<file path="config.mk">
export PLATFORM = sky130hd
export DESIGN_NAME = control_sequencer
export DESIGN_NICKNAME = d
export VERILOG_FILES = /design/src/rtl/control_sequencer.sv
export SDC_FILE = /design/constraint.sdc
export NUM_CORES = 1
export LEC_CHECK = 0
export CAP_MARGIN = 30
export CORE_MARGIN = 4
export CORE_UTILIZATION = 40
export CTS_CLUSTER_DIAMETER = 120
export DETAILED_ROUTE_END_ITERATION = 10
export GPL_TIMING_DRIVEN = 0
export PLACE_DENSITY = 0.86
export SKIP_CTS_REPAIR_TIMING = 1
export SLEW_MARGIN = 30
export SYNTH_ARGS = -nofsm -noshare
export SYNTH_HDL_FRONTEND = slang
export SYNTH_SLANG_ARGS = --single-unit
</file>
<file path="constraint.sdc">
create_clock -name clk -period 4.65 [get_ports clk]
set_input_delay 1.1625 -clock clk [delete_from_list [all_inputs] [get_ports clk]]
set_output_delay 1.1625 -clock clk [all_outputs]
set_load 0.05 [all_outputs]
</file>
<file path="src/rtl/control_sequencer.sv">
// Hardwired control sequencer: fetch T0..T2 plus opcode-dependent execute steps T3..T7.
// Strobes are Moore outputs decoded from the present step and the held instruction.
module control_sequencer #(
    parameter logic [4:0] ADD_SEL = 5'b00011,
    parameter logic [4:0] AND_SEL = 5'b00101,
    parameter logic [4:0] OR_SEL  = 5'b00110
) (
    input  logic        clk,
    input  logic        clr,
    input  logic [31:0] ir,
    input  logic        con_ff,
    input  logic        stop,
    input  logic        start,
    output logic        run,
    output logic        Gra,
    output logic        Grb,
    output logic        Grc,
    output logic        Rin,
    output logic        R_out,
    output logic        BAout,
    output logic        C_out,
    output logic        PC_out,
    output logic        PC_rd,
    output logic        IncPC,
    output logic        MAR_rd,
    output logic        MDR_rd,
    output logic        MDR_out,
    output logic        IR_rd,
    output logic        Y_rd,
    output logic        Zlo_rd,
    output logic        Zlo_out,
    output logic        CON_rd,
    output logic        Read,
    output logic        Write,
    output logic [4:0]  op_sel
);

    typedef enum logic [3:0] {
        S_RESET, S_T0, S_T1, S_T2, S_T3, S_T4, S_T5, S_T6, S_T7, S_HALT
    } state_t;

    typedef enum logic [3:0] {
        I_LD, I_LDI, I_ST, I_ALU, I_ADDI, I_ANDI, I_ORI, I_BR, I_JR, I_NOP, I_HALT
    } instr_t;

    state_t     state_q, state_d;
    logic       stop_q, stop_d;
    logic       rst_hold_q, rst_hold_d;
    instr_t     cls;
    state_t     last_step;
    logic [4:0] opcode;
    logic       unused_ir;

    assign opcode    = ir[31:27];
    assign unused_ir = ^ir[26:0];

    always_comb begin
        cls = I_NOP;
        case (opcode)
            5'b00000: cls = I_LD;
            5'b00001: cls = I_LDI;
            5'b00010: cls = I_ST;
            5'b01100: cls = I_ADDI;
            5'b01101: cls = I_ANDI;
            5'b01110: cls = I_ORI;
            5'b10010: cls = I_BR;
            5'b10011: cls = I_JR;
            5'b11011: cls = I_HALT;
            default: begin
                if (opcode >= 5'b00011 && opcode <= 5'b01011) cls = I_ALU;
            end
        endcase
    end

    always_comb begin
        last_step = S_T2;
        case (cls)
            I_LD, I_ST:                    last_step = S_T7;
            I_LDI, I_ALU, I_ADDI, I_ANDI,
            I_ORI:                         last_step = S_T5;
            I_BR:                          last_step = S_T6;
            I_JR:                          last_step = S_T3;
            default:                       last_step = S_T2;
        endcase
    end

    // RESET holds one full clock after clr falls before fetching begins
    always_comb begin
        state_d    = state_q;
        stop_d     = stop_q;
        rst_hold_d = rst_hold_q;
        case (state_q)
            S_RESET: begin
                rst_hold_d = 1'b1;
                stop_d     = 1'b0;
                if (rst_hold_q) state_d = S_T0;
            end
            S_HALT: begin
                stop_d = 1'b0;
                if (start) state_d = S_T0;
            end
            default: begin
                if (state_q == last_step) begin
                    stop_d = 1'b0;
                    if (cls == I_HALT || stop_q || stop) state_d = S_HALT;
                    else                                 state_d = S_T0;
                end else begin
                    stop_d  = stop_q | stop;
                    state_d = state_t'(state_q + 4'd1);
                end
            end
        endcase
    end

    always_ff @(posedge clk or posedge clr) begin
        if (clr) begin
            state_q    <= S_RESET;
            stop_q     <= 1'b0;
            rst_hold_q <= 1'b0;
        end else begin
            state_q    <= state_d;
            stop_q     <= stop_d;
            rst_hold_q <= rst_hold_d;
        end
    end

    always_comb begin
        run     = (state_q != S_RESET) && (state_q != S_HALT);
        Gra     = 1'b0; Grb    = 1'b0; Grc    = 1'b0; Rin     = 1'b0;
        R_out   = 1'b0; BAout  = 1'b0; C_out  = 1'b0; PC_out  = 1'b0;
        PC_rd   = 1'b0; IncPC  = 1'b0; MAR_rd = 1'b0; MDR_rd  = 1'b0;
        MDR_out = 1'b0; IR_rd  = 1'b0; Y_rd   = 1'b0; Zlo_rd  = 1'b0;
        Zlo_out = 1'b0; CON_rd = 1'b0; Read   = 1'b0; Write   = 1'b0;
        op_sel  = '0;
        case (state_q)
            S_T0: begin PC_out = 1'b1; MAR_rd = 1'b1; IncPC = 1'b1; Zlo_rd = 1'b1; end
            S_T1: begin Zlo_out = 1'b1; PC_rd = 1'b1; Read = 1'b1; MDR_rd = 1'b1; end
            S_T2: begin MDR_out = 1'b1; IR_rd = 1'b1; end
            S_T3: begin
                case (cls)
                    I_LD, I_LDI, I_ST: begin Grb = 1'b1; BAout = 1'b1; R_out = 1'b1; Y_rd = 1'b1; end
                    I_ALU, I_ADDI, I_ANDI, I_ORI: begin Grb = 1'b1; R_out = 1'b1; Y_rd = 1'b1; end
                    I_BR: begin Gra = 1'b1; R_out = 1'b1; CON_rd = 1'b1; end
                    I_JR: begin Gra = 1'b1; R_out = 1'b1; PC_rd = 1'b1; end
                    default: ;
                endcase
            end
            S_T4: begin
                case (cls)
                    I_LD, I_LDI, I_ST: begin C_out = 1'b1; op_sel = ADD_SEL; Zlo_rd = 1'b1; end
                    I_ALU:  begin Grc = 1'b1; R_out = 1'b1; op_sel = opcode; Zlo_rd = 1'b1; end
                    I_ADDI: begin C_out = 1'b1; op_sel = ADD_SEL; Zlo_rd = 1'b1; end
                    I_ANDI: begin C_out = 1'b1; op_sel = AND_SEL; Zlo_rd = 1'b1; end
                    I_ORI:  begin C_out = 1'b1; op_sel = OR_SEL;  Zlo_rd = 1'b1; end
                    I_BR:   begin PC_out = 1'b1; Y_rd = 1'b1; end
                    default: ;
                endcase
            end
            S_T5: begin
                case (cls)
                    I_LD, I_ST: begin Zlo_out = 1'b1; MAR_rd = 1'b1; end
                    I_LDI, I_ALU, I_ADDI, I_ANDI, I_ORI: begin Zlo_out = 1'b1; Gra = 1'b1; Rin = 1'b1; end
                    I_BR: begin C_out = 1'b1; op_sel = ADD_SEL; Zlo_rd = 1'b1; end
                    default: ;
                endcase
            end
            S_T6: begin
                case (cls)
                    I_LD: begin Read = 1'b1; MDR_rd = 1'b1; end
                    I_ST: begin Gra = 1'b1; R_out = 1'b1; MDR_rd = 1'b1; end
                    I_BR: begin Zlo_out = con_ff; PC_rd = con_ff; end
                    default: ;
                endcase
            end
            S_T7: begin
                case (cls)
                    I_LD: begin MDR_out = 1'b1; Gra = 1'b1; Rin = 1'b1; end
                    I_ST: Write = 1'b1;
                    default: ;
                endcase
            end
            default: ;
        endcase
    end

endmodule
</file>
==> summary.txt, run 1 <==
run results: switch share=57.4%, global route total overflow=0, register area=150 um^2, first-pass GRT wire length=4650 um, Multi-input gate area=787 um^2, final core occ=58.6%, synthesized cell area=1020 um^2, Ys Warns=0, Placed Instances=199, # IOs=63, DR pass1 iterations=4, Pleak=0.786 nW, vias per cell=5.60, Tcrit/Tclk final=98.5%, Die Ht=58.5 um, Max Clock Freq=0.218 GHz, Root Driver=clkbuf_4, min cycle time layout=4580 ps, Worst R2R Path Depth=6, largest net degree at the start of global routing=11, vias in the first global route=1126, initial antenna violation count=0, gpl congestion=0.829, Clock power frac=5.9%, worst skew pair latency=240 ps, Critical R2R Launch=state_q[0], startpoint types=input pin, status=completed, ys cells=135, Cell Pwr Density=533 nW/um^2, Clock transition at path regs=40 ps, Core ar.=2450 um^2, Residual DRC=0, Worst EP required=3490 ps, WP data arrival=3420 ps, Top cells excl fill/tap=18 x clkdlybuf4s50_1, 13 x nand2_1, 13 x dlymetal6s2s_1, ANT cells=0, OpenROAD warnings=56, Post-synth regs=6, final non-filler cell total=202, Final Max Tran Viols=0, CTS buffer count=3, crit path max fanout=7, Die ar.=3420 um^2, worst setup path class=input pin to primary output, Initial Util=41.5%, most used logic cell in the final layout=clkdlybuf4s50_1, mean post-synth cell area=7.55 um^2, asr flop ratio synth=100%, worst slew pin tran=516 ps, switching power=0.440 mW, Layout Skew=2.72 ps, Top cells by area=dfrtp_1 15%, ha_1 4.9%, nand2_1 4.8%, syn_nets=176, Worst R2R Setup Slack=2910 ps, total of max-cap violations=0, nets=215, DR iter-0 viols=23, Hold Path Class=register to register, Yosys top cell by area=dfrtp_1, Routed Antenna Nets=0, Max IR drop VDD=0.429 mV, Total GRT Usage=16.7%, Clock Sinks=6, synth unique cells=54, reg2reg end=state_q[3], RSZ-0062 raised after global routing=false, crit path from=ir[30], clock buffer depth=2, Slew headroom=65.5%, Seq pwr share=12.8%, most used flip-flop cell=dfrtp_1, Internal Power=0.326 mW, CTS tree=built, fillcell total=237, number of enable flip-flop cells=0, Post-synth seq share=14.7%, Port Buffer Count=34, P&R area growth vs syn=41.0%, Cells after Synth=135, drt total wl=2910 um, Critical Path Sink=Read, setup violators final=0, DR WL/cell=14.4 um, post-DP HPWL=2300 um, Setup crit end kind=primary output, Die X=58.5 um, Area leader share=14.7%, share of layout cells above drive strength 1=16.3%, H-tree levels=1, total number of vias=1131, Hold Vio Cnt, Final=0, Logic pwr share=81.2%, yosys stat area=1020 um^2
## run 1: sequential cells by signal (all words and copies together), names as in the netlist
name        cells
state_q         4
rst_hold_q      1
stop_q          1
## run 1: critical path, stage by stage
cell,delay [ps]
clkdlybuf4s50_1,510
nor4_4,560
nand4_1,160
a21oi_1,180
clkdlybuf4s50_1,830
## run 1: synth_stat cells (4+ instances only)
cell      instances
nand2_1          13
nor2_1           12
o21ai_0           8
a21oi_1           6
and2_1            6
dfrtp_1           6
inv_1             6
ha_1              4
nand2b_1          4
nand3_1           4
nor2b_1           4
xnor2_1           4
## run 1: stage by stage
step	worst slack [ps]	power, mW	hold slack [ps]	TNS (ps)	instance area [um^2]
final	71.2	0.766	463	0	1440
after global routing	11.4	0.820	492	0	1440
after CTS	-317	0.777	471	-1890	1420
after detailed placement	-311	0.725	461	-1850	1400
after global placement	-320	0.711	450	-1660	1400
after floorplan	80.7	0.550	428	0	1020
## run 1: metal layers
metal	track usage (%)	vias up	wire, um
met5	0	-	0
met4	6.29	0	7
met3	0.877	2	162
met2	31.4	36	1490
met1	19.6	532	1250
li1	-	561	-
## run 1: power by group through the flow
stage,Combinational [mW],Clock [mW],Sequential (mW)
floorplan,0.457,0,0.0929
global placement,0.614,0,0.0971
detailed placement,0.627,0,0.0982
CTS,0.630,0.0491,0.0977
global route,0.668,0.0506,0.102
finish,0.622,0.0455,0.0984
## run 1: cell families after synthesis
family / Yosys count / synth area share, %
mux: 2 / 2.45
compound gates: 37 / 27.1
other cells: 1 / 0.368
xor+xnor: 5 / 4.29
simple gates: 64 / 38.0
buf+inv: 16 / 8.10
flops: 6 / 14.7
fa+ha+maj: 4 / 4.91
## run 1: worst min path at each step
stage	start	endpoint	slack, ps	cells after the start
after global placement	rst_hold_q	rst_hold_q	450	1
after global routing	rst_hold_q	rst_hold_q	490	1
final	rst_hold_q	rst_hold_q	460	1
after CTS	rst_hold_q	rst_hold_q	470	1
after floorplan	rst_hold_q	rst_hold_q	430	1
after detailed placement	rst_hold_q	rst_hold_q	460	1
## run 1: layout make-up
cell class              count  share of cell area [%]
inverters                   7                    1.83
well taps                  30                    2.61
clock buffers               3                    1.57
plain buffers               9                    3.92
multi-input cells         113                    54.7
repair buffers             34                    24.9
flip-flops and latches      6                    10.4
==> run_1/wires.png <==
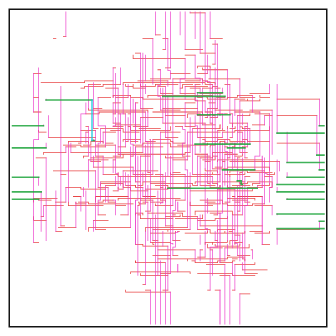
- metal 3: green (wire length 163 um)
- metal 1: red (wire length 1250 um)
- metal 2: magenta (wire length 1490 um)
- metal 4: cyan (wire length 7.50 um)

==> run_1/io_placement.png <==
Pins as bars across the die edge, other pins in gray.
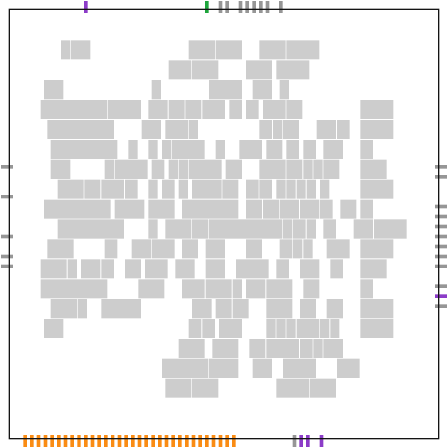
- MAR_rd: green (pins 1; direction output; edge top)
- ir: orange (pins 32; direction input; edge bottom)
- op_sel: purple (pins 5; direction output; edge 3 bottom, 1 right, 1 top)

==> run_1/placement.png <==
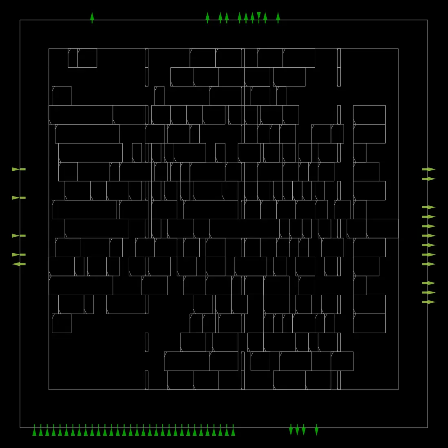
sequential cell area share: 10.4%
row cnt: 18

==> run_1/clk_routes.png <==
The bar under the picture is 20 um long.
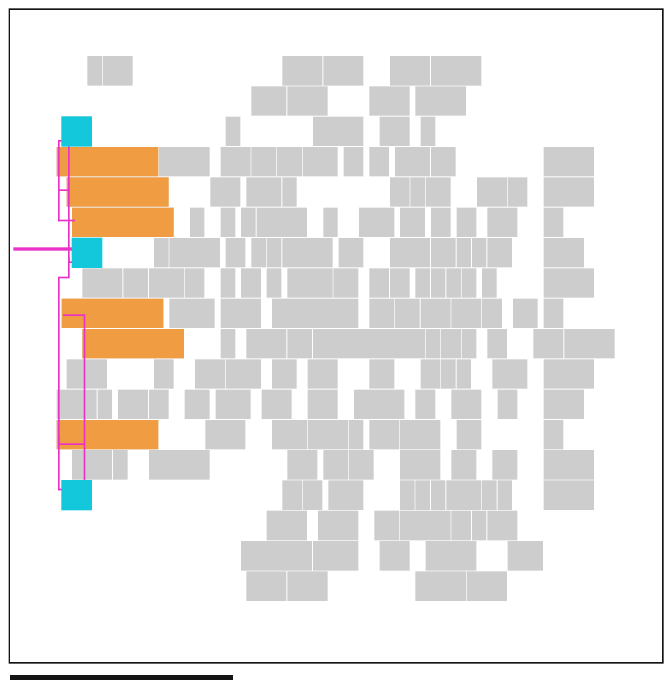
- flip-flops: orange (count 6)
- clock wires: magenta (length 72.7 um)
- clock drivers: cyan (count 3)
- routed clock nets: 4

==> run_1/placement_by_type.png <==
Fill, decap, tap and diode cells in gray.
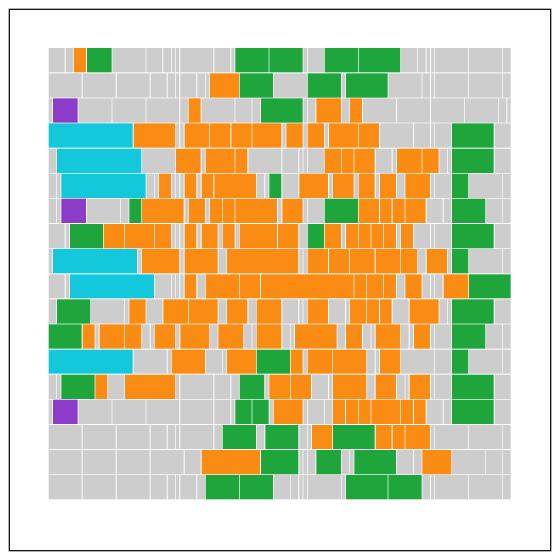

## Run 2: what changed since run 1
CORE_UTILIZATION = 34   (was 40)
PLACE_DENSITY = 0.78   (was 0.86)
clock period = 4 ns   (was 4.65 ns; I/O delays follow)
==> run_2/placement_by_type.png <==
Fill, decap, tap and diode cells in gray.
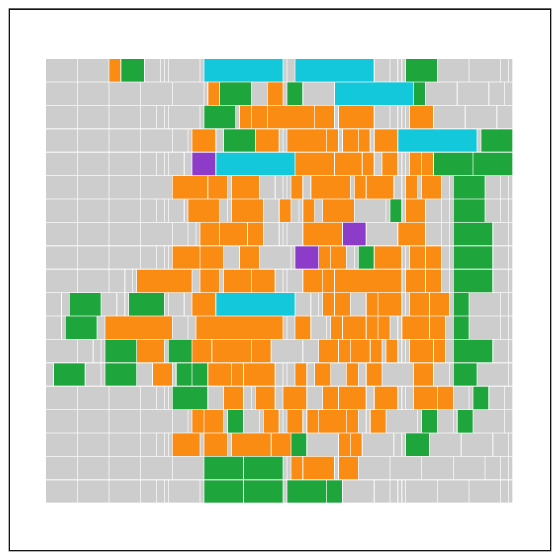
- clock drivers: purple (cells 3; share of their area 1.6%)
- flops: cyan (cells 6; share of their area 11%)
- other buffers and delay cells: green (cells 43; share of their area 27%)
- combinational and other logic: orange (cells 120; share of their area 60%)
final core occ: 50.7%
Core ar.: 2810 um^2
Final Instance Area: 1420 um^2
sequential cell area share: 10.6%
row cnt: 19

==> run_2/placement.png <==
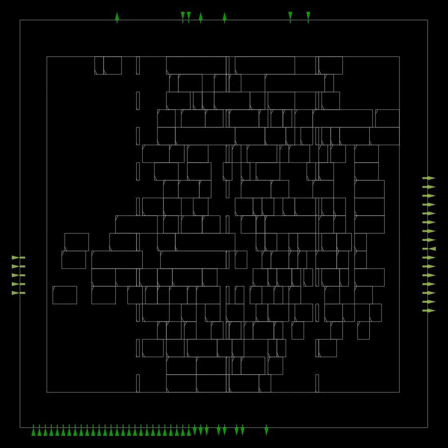
Flops: 6
fillcell total: 287

==> run 2 against run 1 <==
- sequential power grew about 20%
- combinational power grew 14%
- clock power grew 32%
- non-clock buffer count is the same
- global-route usage shrank 1.2 points
- clock skew shrank 2.3 ps
- worst setup slack gained 13 ps
- design area shrank 1.0%
- critical path depth grew 2
- critical path type unchanged
==> summary.txt, run 2 <==
run results: status=completed (unchanged), CTS buffer count=3 (unchanged), top flop regs=state_q: 4 flops, rst_hold_q: 1 flops, stop_q: 1 flops (unchanged), vias per cell=5.65 (was 5.60), worst skew pair latency=250 ps (was 240 ps), Cell Pwr Density=624 nW/um^2 (was 533 nW/um^2), synthesized cell area=1020 um^2 (unchanged), share of layout cells above drive strength 1=22.1% (was 16.3%), syn_nets=176 (unchanged), Worst EP required=3000 ps (was 3490 ps), Routed Antenna Nets=0 (unchanged), Die ar.=3940 um^2 (was 3420 um^2), initial antenna violation count=0 (unchanged), H-tree levels=1 (unchanged), Post-synth top cells=13 x nand2_1, 12 x nor2_1, 8 x o21ai_0 (unchanged), Layout Skew=0.410 ps (was 2.72 ps), synth unique cells=54 (unchanged), Max Clock Freq=0.255 GHz, Setup crit end kind=primary output (unchanged), Root Driver=clkbuf_4 (unchanged), nets=215 (unchanged), largest net degree at the start of global routing=11 (unchanged), total of max-cap violations=0 (unchanged), P&R area growth vs syn=39.5% (was 41.0%), Die X=62.8 um (was 58.5 um), Yosys top cell by area=dfrtp_1 (unchanged), hold path depth=1 (unchanged), top-count cell post-synth=nand2_1 (unchanged), total number of vias=1146 (was 1131), # IOs=63 (unchanged), clock buffer depth=2 (unchanged), Worst R2R Path Depth=6 (unchanged), worst slew pin tran=517 ps (was 516 ps), Tcrit/Tclk final=97.9%, Final Max Tran Viols=0 (unchanged), DR pass1 iterations=4 (unchanged), CTS tree=built (unchanged), OpenROAD warnings=56 (unchanged), number of enable flip-flop cells=0 (unchanged), WP data arrival=2920 ps (was 3420 ps), DR WL/cell=14.8 um (was 14.4 um), post-route total power=0.888 mW (was 0.766 mW), Top cells by area=dfrtp_1 15%, ha_1 4.9%, nand2_1 4.8% (unchanged), min cycle time layout=3920 ps, WHS=459 ps (was 463 ps), Initial Util=36.4% (was 41.5%), worst setup path class=input pin to primary output (unchanged), Port Buffer Count=34 (unchanged), asr flop ratio synth=100% (unchanged), post-place instance area=1400 um^2 (about the same), Largest Register=state_q (unchanged), most used flip-flop cell=dfrtp_1 (unchanged), DR iter-0 viols=108 (was 23), Area leader share=14.7% (unchanged), Hold Vio Cnt, Final=0 (unchanged), gpl congestion=0.916 (was 0.829), yosys stat area=1020 um^2 (unchanged), crit path max fanout=10 (was 7), Largest register FFs=4 (unchanged), global route total overflow=0 (unchanged), Cells after Synth=135 (unchanged), ANT cells=0 (unchanged), Die Ht=62.8 um (was 58.5 um), Slew headroom=65.2% (was 65.5%), ys cells=135 (unchanged), most used logic cell in the final layout=nand2_1 (was clkdlybuf4s50_1), vias in the first global route=1098 (was 1126), first-pass GRT wire length=5060 um (was 4650 um), setup violators final=0 (unchanged), Max IR drop VDD=0.231 mV (was 0.429 mV), Clock Sinks=6 (unchanged), drt total wl=3010 um (was 2910 um), Post-synth seq share=14.7% (unchanged), Pleak=0.767 nW (was 0.786 nW), Hold Path Class=register to register (unchanged), Top cells excl fill/tap=13 x nand2_1, 12 x nor2_1, 12 x clkdlybuf4s50_1 (was 18 x clkdlybuf4s50_1, 13 x nand2_1, 13 x dlymetal6s2s_1), Ys Warns=0 (unchanged), Clock transition at path regs=50 ps (was 40 ps), startpoint types=input pin (unchanged), post-DP HPWL=2420 um (was 2300 um), mean post-synth cell area=7.55 um^2 (unchanged), Post-synth regs=6 (unchanged), Residual DRC=0 (unchanged), Total GRT Usage=15.5% (was 16.7%)
==> run 2: cell counts after synthesis <==
No cell type changed its count.
==> run 2: final timing paths <==
path / startpoint / end / slack [ps]
setup / recovery: ir[31] / R_out / 80
hold / removal: rst_hold_q / rst_hold_q / 460
setup reg to reg: state_q[0] / state_q[3] / 2210
hold reg to reg: rst_hold_q / rst_hold_q / 460
max in group asynchronous: clr / rst_hold_q / 2840
min in group asynchronous: clr / state_q[0] / 960
==> run 2: where the power goes <==
group	leakage, nW	total, mW	switching [mW]	internal [mW]
registers	0.0692	0.117	0.0296	0.0873
clock network	0.0138	0.0599	0.0257	0.0342
logic	0.684	0.712	0.465	0.246
==> run 2: cells by family after synthesis <==
group,share of synthesized area [%]
AND/OR/NAND/NOR,38.0
multiplexers,2.45
AND-OR/OR-AND,27.1
adder cells (fa/ha/maj),4.91
buffers and inverters,8.10
flip-flops,14.7
other,0.368
XOR/XNOR,4.29
==> run 2: cell type report <==
| type | count | area [um^2] |
|---|---|---|
| inverters | 7 | 26.3 |
| clock buffers | 3 | 22.5 |
| fillers | 287 | 1380 |
| well taps | 31 | 38.8 |
| plain buffers | 9 | 60.1 |
| multi-input cells | 113 | 807 |
| flip-flops and latches | 6 | 150 |
| repair buffers | 34 | 318 |
==> run 2: per-layer routing <==
layer,global-route usage (%),vias to the layer above,routed length (um)
met1,17.7,545,1310
met2,27.8,33,1500
met3,3.96,5,162
met4,4.96,0,39
li1,-,563,-
met5,0,-,0
==> run 2: metrics by stage <==
stage | setup WS (ps) | setup TNS (ps) | instances
after CTS | -681 | -7710 | 203
after global placement | -625 | -6990 | 200
after global routing | -13.0 | -18.3 | 203
after floorplan | 114 | 0 | 135
after detailed placement | -673 | -7670 | 200
final | 84.7 | 0 | 203
==> run 2: critical path, stage by stage <==
cell and delay [ps]:
clkdlybuf4s50_1 530, buf_6 210, inv_2 90, nand3_1 190, a211oi_2 320, a221o_1 160
dlymetal6s2s_1 420
No activity file was given, so power comes from the tool's default toggle rates.
